## src/rtl/serial_bit_source.sv

```systemverilog
// Parallel-to-serial feeder for the bit-serial sequence detectors: accepts words
// over valid/ready and streams them out one bit per clock with no inter-word bubble.
module serial_bit_source #(
  parameter int WIDTH     = 8,
  parameter bit MSB_FIRST = 1'b1
) (
  input  logic             clk,
  input  logic             rst,
  input  logic [WIDTH-1:0] din,
  input  logic             din_valid,
  output logic             din_ready,
  output logic             ser_out,
  output logic             ser_valid,
  output logic             busy,
  output logic             frame_done
);

  localparam int              CNT_W = $clog2(WIDTH);
  localparam logic [CNT_W-1:0] LAST = CNT_W'(WIDTH - 1);

  typedef enum logic {IDLE, SHIFT} state_t;

  state_t           state, state_nxt;
  logic [WIDTH-1:0] shreg, shreg_nxt;
  logic [CNT_W-1:0] cnt, cnt_nxt;
  logic             accept;

  // The shift register always emits from its top bit, so LSB-first words are
  // stored bit-reversed at load time.
  function automatic logic [WIDTH-1:0] order_word(input logic [WIDTH-1:0] w);
    logic [WIDTH-1:0] r;
    r = w;
    if (!MSB_FIRST) begin
      for (int i = 0; i < WIDTH; i++) r[i] = w[WIDTH-1-i];
    end
    return r;
  endfunction

  assign din_ready  = (state == IDLE) || ((state == SHIFT) && (cnt == '0));
  assign accept     = din_valid && din_ready;
  assign ser_valid  = (state == SHIFT);
  assign busy       = ser_valid;
  assign ser_out    = shreg[WIDTH-1];
  assign frame_done = ser_valid && (cnt == '0);

  always_comb begin
    state_nxt = state;
    shreg_nxt = shreg;
    cnt_nxt   = cnt;
    case (state)
      IDLE: begin
        if (accept) begin
          state_nxt = SHIFT;
          shreg_nxt = order_word(din);
          cnt_nxt   = LAST;
        end
      end
      SHIFT: begin
        if (cnt != '0) begin
          shreg_nxt = {shreg[WIDTH-2:0], 1'b0};
          cnt_nxt   = cnt - CNT_W'(1);
        end else if (accept) begin
          shreg_nxt = order_word(din);
          cnt_nxt   = LAST;
        end else begin
          // Clearing the register keeps ser_out low while idle.
          state_nxt = IDLE;
          shreg_nxt = '0;
          cnt_nxt   = '0;
        end
      end
      default: begin
        state_nxt = IDLE;
        shreg_nxt = '0;
        cnt_nxt   = '0;
      end
    endcase
  end

  always_ff @(posedge clk or posedge rst) begin
    if (rst) begin
      state <= IDLE;
      shreg <= '0;
      cnt   <= '0;
    end else begin
      state <= state_nxt;
      shreg <= shreg_nxt;
      cnt   <= cnt_nxt;
    end
  end

endmodule

```

## config.mk

```make
export PLATFORM = sky130hd
export DESIGN_NAME = serial_bit_source
export DESIGN_NICKNAME = d
export VERILOG_FILES = /design/src/rtl/serial_bit_source.sv
export SDC_FILE = /design/constraint.sdc
export NUM_CORES = 1
export LEC_CHECK = 0
export ABC_AREA = 1
export CAP_MARGIN = 20
export CORE_MARGIN = 2
export CORE_UTILIZATION = 35
export CTS_CLUSTER_DIAMETER = 200
export CTS_CLUSTER_SIZE = 20
export DETAILED_ROUTE_END_ITERATION = 7
export PLACE_DENSITY_LB_ADDON = 0.1
export SETUP_SLACK_MARGIN = 0.05
export SLEW_MARGIN = 25
export SYNTH_ARGS = -nofsm -noshare
export SYNTH_HDL_FRONTEND = slang
export SYNTH_SLANG_ARGS = --single-unit
```

## constraint.sdc

```tcl
create_clock -name clk -period 1.3 [get_ports clk]
set_input_delay 0.26 -clock clk [delete_from_list [all_inputs] [get_ports clk]]
set_output_delay 0.26 -clock clk [all_outputs]
set_load 0.05 [all_outputs]
```

Figure 1. Gate-type map.
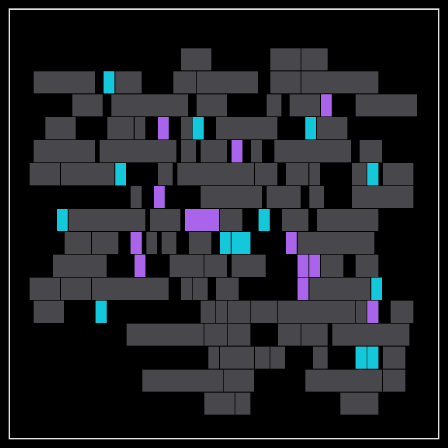
Key: inv cells = cyan [cells 13, most used inv_1]; nor cells = purple [cells 12, most used nor2_1]

Figure 2. Zoomed window.
Bar = 5 microns. Window x 15 to 35, y 26 to 46 microns. Cells in grey, sequential cells in the stronger grey; small squares are vias.
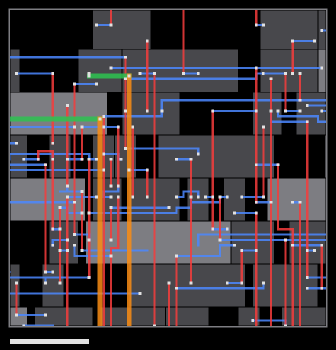
Key: M2 = red; M3 = green; M1 = blue; M4 = orange
Sequential cells in the window: 3. Netlist names of flops here include shreg (3). 26 logic cells have their middle in the window.

==> flow_metrics.rpt <==
==== FLOW RESULTS ====
----------------------------------------------------
[Status]
  Status ........................ complete, but fails checks
  Violated checks ........................ setup timing

[Logic synthesis]
  Number of warnings issued by yosys ........................ 0
  Number of nets produced by synthesis ........................ 99
  Part of the Yosys area used for sequential elements ........................ 39.28%
  FF+latch count, synth ........................ 12

[Worst setup path]
  Stage delay of the slowest cell on the critical path ........................ 0.39 ns
  Crit path cell chain ........................ inv_2 -> ha_4 -> nand2_8 -> nor2_4 -> buf_12
  Arrival time of the worst setup path ........................ 1.23 ns
  Kind of capture point of the worst setup path ........................ primary output
  Path type of the worst setup path ........................ reg -> out

[Layout]
  Post-layout nets ........................ 132
  Ratio of cells with drive above 1 in the final layout ........................ 46.61%

[Detailed routing]
  Detail-routed net length per standard cell ........................ 11.82 microns
  Number of vias after detailed routing ........................ 689
  Ratio of routed vias to standard cells ........................ 4.752
  DRT iter0 DRCs ........................ 1
  Number of remaining DRC errors ........................ 0

[Global routing]
  GR Util met2 ........................ 26.75%
  Met3 Track Usage GR ........................ 3.869%
  Number of global-route vias before repair ........................ 671

[Clocking]
  Sinks on Clock Net ........................ 12
  Number of buffers created by CTS ........................ 3
  Max Root-Sink Buffers ........................ 2
  Master cell of the clock root buffer ........................ sky130_fd_sc_hd__clkbuf_4

[Floorplanning]
  Die Span X ........................ 50.74 microns
  Cell Rows ........................ 16

[Timing]
  Setup repair after global routing missed its margin ........................ yes
  Setup-violating endpoint count in the final report ........................ 5
  Final worst-path setup slack ........................ -0.1868 ns
  Transition time at the pin with the least slew margin ........................ 0.1665 ns

[Placed design]
  Final HPWL from detailed placement ........................ 1136 microns
  Routability congestion estimate from global placement ........................ 0.6900
  Number of placed cells counting well taps ........................ 131

[Flow run]
  Number of max-cap violations ........................ 0

----------------------------------------------------
## synthesized netlist by cell type
library cell / count / area [sq um]
sky130_fd_sc_hd__nand2_1: 10 / 37.54
sky130_fd_sc_hd__nand3_1: 9 / 45.04
sky130_fd_sc_hd__nand3_2: 7 / 70.07
sky130_fd_sc_hd__buf_6: 2 / 22.52
sky130_fd_sc_hd__ha_1: 2 / 25.02
sky130_fd_sc_hd__inv_2: 2 / 7.510
sky130_fd_sc_hd__inv_4: 1 / 6.260
sky130_fd_sc_hd__o21ai_1: 2 / 10.01
sky130_fd_sc_hd__o21ai_0: 3 / 15.01
sky130_fd_sc_hd__buf_4: 1 / 7.510
sky130_fd_sc_hd__buf_12: 1 / 20.02
sky130_fd_sc_hd__nor2_1: 12 / 45.04
sky130_fd_sc_hd__o21ai_2: 1 / 8.760
sky130_fd_sc_hd__inv_1: 10 / 37.54
sky130_fd_sc_hd__dfrtp_1: 12 / 300.3
sky130_fd_sc_hd__a21oi_2: 7 / 61.31
sky130_fd_sc_hd__nand2_4: 4 / 45.04
## metal layers
metal  wire length [microns]  vias up
met5                       0        -
met4                      36        0
met3                      62        4
met2                     892       14
met1                     723      327
li1                        -      344
## stage by stage
step                setup WS (ns)  util, %
detailed placement       -0.03464    51.69
global placement         -0.01192    51.69
floorplan                 0.07259        -
finish                    -0.1868    60.00
global route              -0.2546    60.00
CTS                       -0.1986    58.06
## area by class of cell
class	count	area [sq um]
Timing Repair Buffer	32	356.6
Multi-Input combinational cell	57	431.7
Sequential cell	12	301.5
Tap cell	27	33.78
Inverter	13	51.30
Clock buffer	4	26.28
Fill cell	186	800.8
## where the power goes
| group | switching, mW | total [mW] | internal [mW] | leakage (nW) |
|---|---|---|---|---|
| clock network | 0.130 | 0.249 | 0.119 | 0.0150 |
| registers | 0.111 | 0.649 | 0.537 | 0.148 |
| logic | 1.02 | 2.03 | 1.01 | 0.405 |
| total | 1.26 | 2.93 | 1.67 | 0.568 |
## final timing paths
kind                          start         end  slack [ns]  cells after the start
setup reg to reg             cnt[1]      cnt[1]       -0.02                      8
hold / removal                  rst      cnt[2]        0.27                      3
hold reg to reg            shreg[0]    shreg[0]        0.52                      2
max in group asynchronous       rst        busy        0.86                      3
min in group clk           shreg[0]    shreg[0]        0.52                      2
setup / recovery             cnt[1]  frame_done       -0.19                      5
## flip-flops by register name, indices dropped and copies added (netlist names)
register / flops
busy: 1
cnt: 3
shreg: 8
## repair_timing
item | CTS | global route
resized | 8 | 9
endpoints found under the setup margin | 10 | 13
setup buffers | 9 | 3
pin swaps | 3 | 6
hold buffers | 0 | 0
## cells by family after synthesis
| logic type | after synthesis | share of synthesized area, % |
|---|---|---|
| DFF | 12 | 39.28 |
| AOI/OAI and AO/OA | 13 | 12.44 |
| and+or+nand+nor | 42 | 31.75 |
| buffers and inverters | 17 | 13.26 |
| adders and majority gates | 2 | 3.273 |
## tightest hold or removal path, cell delays in order
cell	delay, ns
sky130_fd_sc_hd__clkdlybuf4s50_1	0.40
sky130_fd_sc_hd__inv_1	0.05
sky130_fd_sc_hd__buf_4	0.20
No activity file was given, so power comes from the tool's default toggle rates.
